<file path="src/rtl/rs_encode_stream_in_ctrl_mc.sv">
// Purpose : input controller for the multi-unit RS stream encoder; turns request
//           descriptors into data + generated pad lines dealt round-robin to RS units.
// Latency : combinational line handshake (line_val follows src_data_val/unit_rdy same cycle);
//           metadata token valid the cycle after a request is accepted.
// Backpr. : unit_rdy of the selected unit stalls the line stream (and src_data_rdy);
//           meta_rdy stalls only the token; new requests wait for the token to drain
//           and for fewer than MAX_OUTSTANDING requests to be in flight.
//
// Ports:
//   clk, rst_n                  clock, asynchronous active-low reset
//   src_req_*                   request descriptor handshake + fields
//   src_data_val/src_data_rdy   incoming data line handshake
//   line_val/pad/last, unit_sel line presented to the selected RS unit
//   unit_rdy                    per-unit ready
//   meta_*                      one token per request to the output controller
//   out_req_done                pulse: output side retired one request

module rs_encode_stream_in_ctrl_mc #(
   parameter int NUM_RS_UNITS    = 4,
   parameter int NUM_RS_UNITS_W  = (NUM_RS_UNITS > 1) ? $clog2(NUM_RS_UNITS) : 1,
   parameter int LINES_W         = 8,
   parameter int BLOCKS_W        = 16,
   parameter int MAX_OUTSTANDING = 2
) (
   input  logic                      clk,
   input  logic                      rst_n,
   input  logic                      src_req_val,
   output logic                      src_req_rdy,
   input  logic [BLOCKS_W-1:0]       src_req_num_blocks,
   input  logic [LINES_W-1:0]        src_req_data_lines,
   input  logic [LINES_W-1:0]        src_req_pad_lines,
   input  logic                      src_data_val,
   output logic                      src_data_rdy,
   output logic                      line_val,
   output logic                      line_pad,
   output logic                      line_last,
   output logic [NUM_RS_UNITS_W-1:0] unit_sel,
   input  logic [NUM_RS_UNITS-1:0]   unit_rdy,
   output logic                      meta_val,
   input  logic                      meta_rdy,
   output logic [BLOCKS_W-1:0]       meta_num_blocks,
   output logic [NUM_RS_UNITS_W-1:0] meta_first_unit,
   input  logic                      out_req_done
);

   localparam int OUT_W = (MAX_OUTSTANDING > 0) ? $clog2(MAX_OUTSTANDING + 1) : 1;
   // one extra bit so data_lines + pad_lines cannot wrap
   localparam int CNT_W = LINES_W + 1;

   typedef enum logic [1:0] {
      ST_IDLE = 2'd0,
      ST_DATA = 2'd1,
      ST_PAD  = 2'd2
   } state_t;

   state_t                    state_q,           state_d;
   logic [BLOCKS_W-1:0]       num_blocks_q,      num_blocks_d;
   logic [LINES_W-1:0]        data_lines_q,      data_lines_d;
   logic [LINES_W-1:0]        pad_lines_q,       pad_lines_d;
   logic [CNT_W-1:0]          line_cnt_q,        line_cnt_d;
   logic [BLOCKS_W-1:0]       blk_cnt_q,         blk_cnt_d;
   logic [NUM_RS_UNITS_W-1:0] unit_sel_q,        unit_sel_d;
   logic                      meta_val_q,        meta_val_d;
   logic [BLOCKS_W-1:0]       meta_num_blocks_q, meta_num_blocks_d;
   logic [NUM_RS_UNITS_W-1:0] meta_first_unit_q, meta_first_unit_d;
   logic [OUT_W-1:0]          outstanding_q,     outstanding_d;

   logic                      sel_rdy;
   logic                      has_pad;
   logic                      data_end;
   logic                      pad_end;
   logic                      xfer;
   logic                      last_c;
   logic                      req_rdy_c;
   logic                      req_acc;
   logic                      done_eff;
   logic [LINES_W-1:0]        eff_data_lines;
   logic [NUM_RS_UNITS_W-1:0] unit_sel_inc;

   assign sel_rdy  = unit_rdy[unit_sel_q];
   assign has_pad  = (pad_lines_q != '0);
   assign data_end = (line_cnt_q == (CNT_W'(data_lines_q) - CNT_W'(1)));
   assign pad_end  = (line_cnt_q == (CNT_W'(data_lines_q) + CNT_W'(pad_lines_q) - CNT_W'(1)));

   // A descriptor with no data and no pad still has to produce a block, so it
   // is promoted to one data line per block.
   assign eff_data_lines = ((src_req_data_lines == '0) && (src_req_pad_lines == '0))
                           ? LINES_W'(1) : src_req_data_lines;

   assign unit_sel_inc = (unit_sel_q == NUM_RS_UNITS_W'(NUM_RS_UNITS - 1))
                         ? '0 : unit_sel_q + NUM_RS_UNITS_W'(1);

   // Gated by rst_n so the ready output reads 0 while reset is held, not just
   // once the flops have cleared.
   assign req_rdy_c = rst_n && (state_q == ST_IDLE) && !meta_val_q &&
                      (outstanding_q < OUT_W'(MAX_OUTSTANDING));
   assign req_acc   = src_req_val && req_rdy_c;
   assign done_eff  = out_req_done && (outstanding_q != '0);

   always_comb begin
      xfer   = 1'b0;
      last_c = 1'b0;
      case (state_q)
         ST_DATA: begin
            xfer   = src_data_val && sel_rdy;
            last_c = data_end && !has_pad;
         end
         ST_PAD: begin
            xfer   = sel_rdy;
            last_c = pad_end;
         end
         default: begin
            xfer   = 1'b0;
            last_c = 1'b0;
         end
      endcase
   end

   always_comb begin
      state_d           = state_q;
      num_blocks_d      = num_blocks_q;
      data_lines_d      = data_lines_q;
      pad_lines_d       = pad_lines_q;
      line_cnt_d        = line_cnt_q;
      blk_cnt_d         = blk_cnt_q;
      unit_sel_d        = unit_sel_q;
      meta_val_d        = meta_val_q;
      meta_num_blocks_d = meta_num_blocks_q;
      meta_first_unit_d = meta_first_unit_q;
      outstanding_d     = outstanding_q;

      // Token drains independently of the line stream.
      if (meta_val_q && meta_rdy) begin
         meta_val_d = 1'b0;
      end

      if (req_acc && !done_eff) begin
         outstanding_d = outstanding_q + OUT_W'(1);
      end else if (!req_acc && done_eff) begin
         outstanding_d = outstanding_q - OUT_W'(1);
      end

      case (state_q)
         ST_IDLE: begin
            if (req_acc) begin
               num_blocks_d      = src_req_num_blocks;
               data_lines_d      = eff_data_lines;
               pad_lines_d       = src_req_pad_lines;
               line_cnt_d        = '0;
               blk_cnt_d         = '0;
               // req_acc implies the slot is empty, so no clash with the drain above
               meta_val_d        = 1'b1;
               meta_num_blocks_d = src_req_num_blocks;
               meta_first_unit_d = unit_sel_q;
               if (src_req_num_blocks == '0) begin
                  state_d = ST_IDLE;
               end else if (eff_data_lines == '0) begin
                  state_d = ST_PAD;
               end else begin
                  state_d = ST_DATA;
               end
            end
         end
         ST_DATA, ST_PAD: begin
            if (xfer) begin
               if (last_c) begin
                  line_cnt_d = '0;
                  blk_cnt_d  = blk_cnt_q + BLOCKS_W'(1);
                  unit_sel_d = unit_sel_inc;
                  if (blk_cnt_q == (num_blocks_q - BLOCKS_W'(1))) begin
                     state_d = ST_IDLE;
                  end else if (data_lines_q == '0) begin
                     state_d = ST_PAD;
                  end else begin
                     state_d = ST_DATA;
                  end
               end else begin
                  line_cnt_d = line_cnt_q + CNT_W'(1);
                  if ((state_q == ST_DATA) && data_end) begin
                     state_d = ST_PAD;
                  end
               end
            end
         end
         default: begin
            state_d = ST_IDLE;
         end
      endcase
   end

   always_ff @(posedge clk or negedge rst_n) begin
      if (!rst_n) begin
         state_q           <= ST_IDLE;
         num_blocks_q      <= '0;
         data_lines_q      <= '0;
         pad_lines_q       <= '0;
         line_cnt_q        <= '0;
         blk_cnt_q         <= '0;
         unit_sel_q        <= '0;
         meta_val_q        <= 1'b0;
         meta_num_blocks_q <= '0;
         meta_first_unit_q <= '0;
         outstanding_q     <= '0;
      end else begin
         state_q           <= state_d;
         num_blocks_q      <= num_blocks_d;
         data_lines_q      <= data_lines_d;
         pad_lines_q       <= pad_lines_d;
         line_cnt_q        <= line_cnt_d;
         blk_cnt_q         <= blk_cnt_d;
         unit_sel_q        <= unit_sel_d;
         meta_val_q        <= meta_val_d;
         meta_num_blocks_q <= meta_num_blocks_d;
         meta_first_unit_q <= meta_first_unit_d;
         outstanding_q     <= outstanding_d;
      end
   end

   assign src_req_rdy     = req_rdy_c;
   assign src_data_rdy    = (state_q == ST_DATA) && sel_rdy;
   assign line_val        = (state_q == ST_PAD) || ((state_q == ST_DATA) && src_data_val && sel_rdy);
   assign line_pad        = (state_q == ST_PAD);
   assign line_last       = last_c;
   assign unit_sel        = unit_sel_q;
   assign meta_val        = meta_val_q;
   assign meta_num_blocks = meta_num_blocks_q;
   assign meta_first_unit = meta_first_unit_q;

endmodule
</file>
<file path="config.mk">
export PLATFORM = sky130hd
export DESIGN_NAME = rs_encode_stream_in_ctrl_mc
export DESIGN_NICKNAME = d
export VERILOG_FILES = /design/src/rtl/rs_encode_stream_in_ctrl_mc.sv
export SDC_FILE = /design/constraint.sdc
export NUM_CORES = 1
export LEC_CHECK = 0
export ABC_CLOCK_PERIOD_IN_PS = 5800
export CORE_MARGIN = 4
export CORE_UTILIZATION = 49
export CTS_CLUSTER_DIAMETER = 60
export DETAILED_ROUTE_END_ITERATION = 12
export MAX_ROUTING_LAYER = met4
export PLACE_DENSITY = 0.73
export SYNTH_ARGS = -nofsm -noshare
export SYNTH_HDL_FRONTEND = slang
export SYNTH_SLANG_ARGS = --single-unit
</file>
<file path="constraint.sdc">
create_clock -name clk -period 5.8 [get_ports clk]
set_input_delay 1.16 -clock clk [delete_from_list [all_inputs] [get_ports clk]]
set_output_delay 1.16 -clock clk [all_outputs]
set_load 0.005 [all_outputs]
</file>
==> results.yml <==
# synthesis and place-and-route metrics
pwr:
  top_power_group: "combinational cells"
  combPwrFrac_pct: 60.3
  vdd_drop_max_uv: 260.8
  pwr_density_cell_mw_per_mm2: 548.2
  p_int_mw: 1.643
  total_power_mw: 3.166
  p_seq_share_pct: 26.9
  leakage_nw: 2.488
  power_clock_mw: 0.407
floorplanning:
  die-area_mm2: 0.01157
  die_w_um: 107.6
  nWellTaps: 133
  pin_count: 68
  row_count: 36
  die_y_um: 107.6
final_layout:
  inverters: 46
  layout-drive-gt1-share_pct: 5.982
  buf_share_pct: 11.92
  mostFrequentLayoutCell: "nand2_1"
  post-route-util_pct: 59.36
  seq_share_pct: 28.60
  sh_comb_area_pct: 50.11
  clk_share_pct: 3.510
  buffers: 70
  comb_area_mm2: 0.002894
  clkbuf_count: 9
routing:
  wl_met3_um: 847
  vias_per_cell: 5.808
  dr.pass1.iters: 5
  dr_wl_met2_um: 5639
  topRoutingLayerUsed: "met4"
global_route:
  top_usage_layer: "met1"
  antenna_found_initial: 0
  grt_pass1_wl_um: 21130
  first_global_vias: 4312
  grt_max_degree: 67
  grt-ovfl-total: 0
setup_path:
  ff2ff_path_depth: 14
  cp_data_required_time_ns: 4.64
  endpoint: "line_last"
  startpoint_type: "flop"
  r2r-end: "state_q[1]"
  arrival_ns: 3.66
  critical_path_class: "reg -> out"
place:
  place_area_mm2: 0.005573
  io_buffers: 67
  gp_congestion: 0.9549
job:
  warning_count: 30
  cap_violations: 0
min_path:
  hold_depth: 1
  hold_end: "outstanding_q[1]"
  hold_path_class: "reg -> reg"
  hold_start: "outstanding_q[1]"
cts:
  clk_latency_ns: 0.35
  cts_buffers: 9
  cts_num_sinks: 66
  htree_levels: 3
  cts_setup_buffers: 0
  clockRootBuffer: "clkbuf_8"
  cts_buffer_depth: 2
  path_clk_slew_ns: 0.08
  ctsResizeCount: 0
  cts_tree: "yes"
synth:
  syn_area_mm2: 0.004860
  synth_flops: 66
  synth.top_cell.area_share_pct: 33.99
  synth_seq_share_pct: 33.99
  ys_sh_mux_pct: 2.060
  area_leaders: "dfrtp_1 (34%), nand2_1 (8.1%), ha_1 (6.7%)"
  yosys.area_share.aoi_pct: 18.18
  xor_area_share_pct: 8.110
  synth_stat.cells: 599
  synthesis.nets: 668
  ys_async_sr_fraction_pct: 100.0
status:
  status: "complete, no violations"
final_timing:
  skew_ns: 0.01427
  post-route-min-period_ns: 4.820
  setup_viol_count_final: 0
  finalCritPeriodShare_pct: 83.11
==> stage by stage <==
step | cells | setup slack (ns) | hold WS [ns]
2_1_floorplan | 599 | 2.170 | 0.4503
3_3_place_gp | 769 | 1.419 | 0.4687
3_5_place_dp | 769 | 1.368 | 0.4863
4_1_cts | 785 | 0.9747 | 0.4974
5_1_grt | 785 | 0.7799 | 0.5331
6_report | 785 | 0.9798 | 0.4983
==> worst max-delay path, cell delays in order, from the launching register on <==
cell,delay [ns]
dfrtp_1,0.40
inv_1,0.14
ha_1,0.25
inv_1,0.06
ha_1,0.16
inv_1,0.06
fa_1,0.49
xor2_1,0.14
nand4_1,0.10
nor4b_1,0.44
nand3_1,0.13
nor3_1,0.22
a21oi_1,0.11
nor2_1,0.12
clkdlybuf4s50_1,0.52
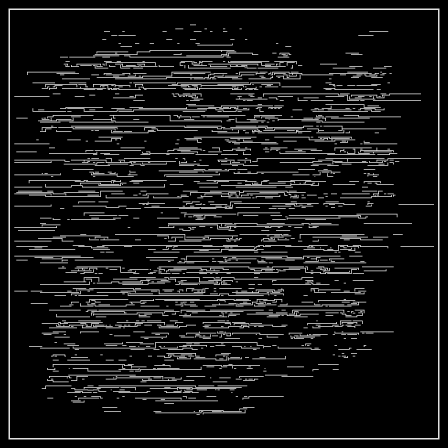
(images/m1.png)
wire length on this layer: 6,080 µm
main direction: horizontal
share of all routed wire: 48%
longest straight run: 28.5 µm
nets with wire on the layer: 666
via count: 4,559
routed wire length: 12,710 µm
met1 Usage GRT: 34.38%

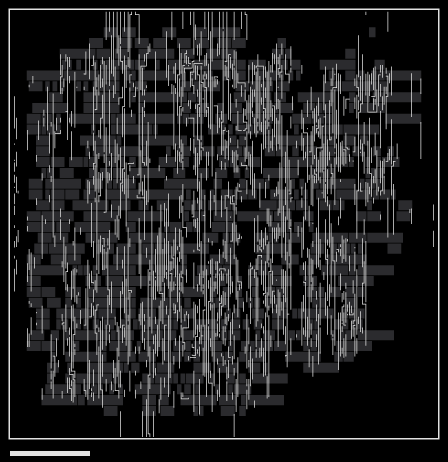
(images/m2.png)
Bar = 20 µm.
longest straight run: 36.0 µm
nets with wire on the layer: 603
met2 Use GR: 34.28%

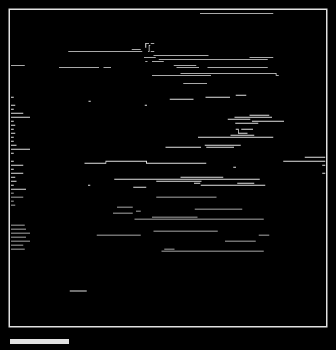
(images/m3.png)
Bar = 20 µm.
nets with wire on the layer: 85
wire length on this layer: 848 µm
main direction: horizontal
met3 Usage GRT: 3.239%

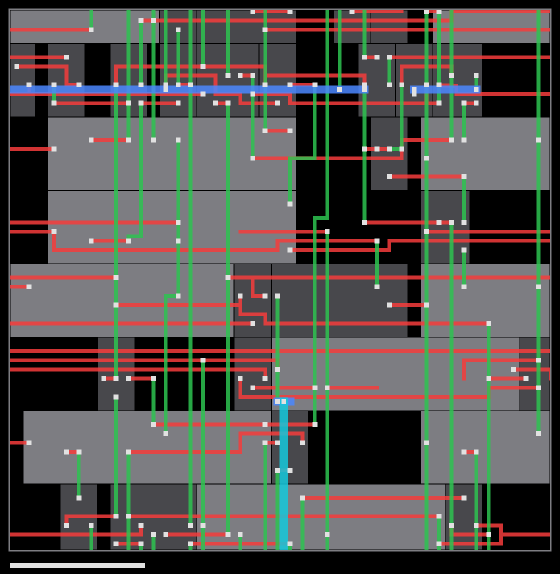
(images/closeup.png)
Bar = 5 µm. Region (17, 71) to (37, 91) µm. Cells in grey, sequential cells in the stronger grey; small squares are vias.
[M1] red
[M3] blue
[M4] cyan
[M2] green
most frequent: nand2_1 (15), dfrtp_1 (9), o21ai_0 (2)
netlist names of flops here include: `meta_num_blocks` (9)
cells with their middle in the window: 29
sequential cells in the window: 9

Power is estimated from default activity; no workload was simulated.
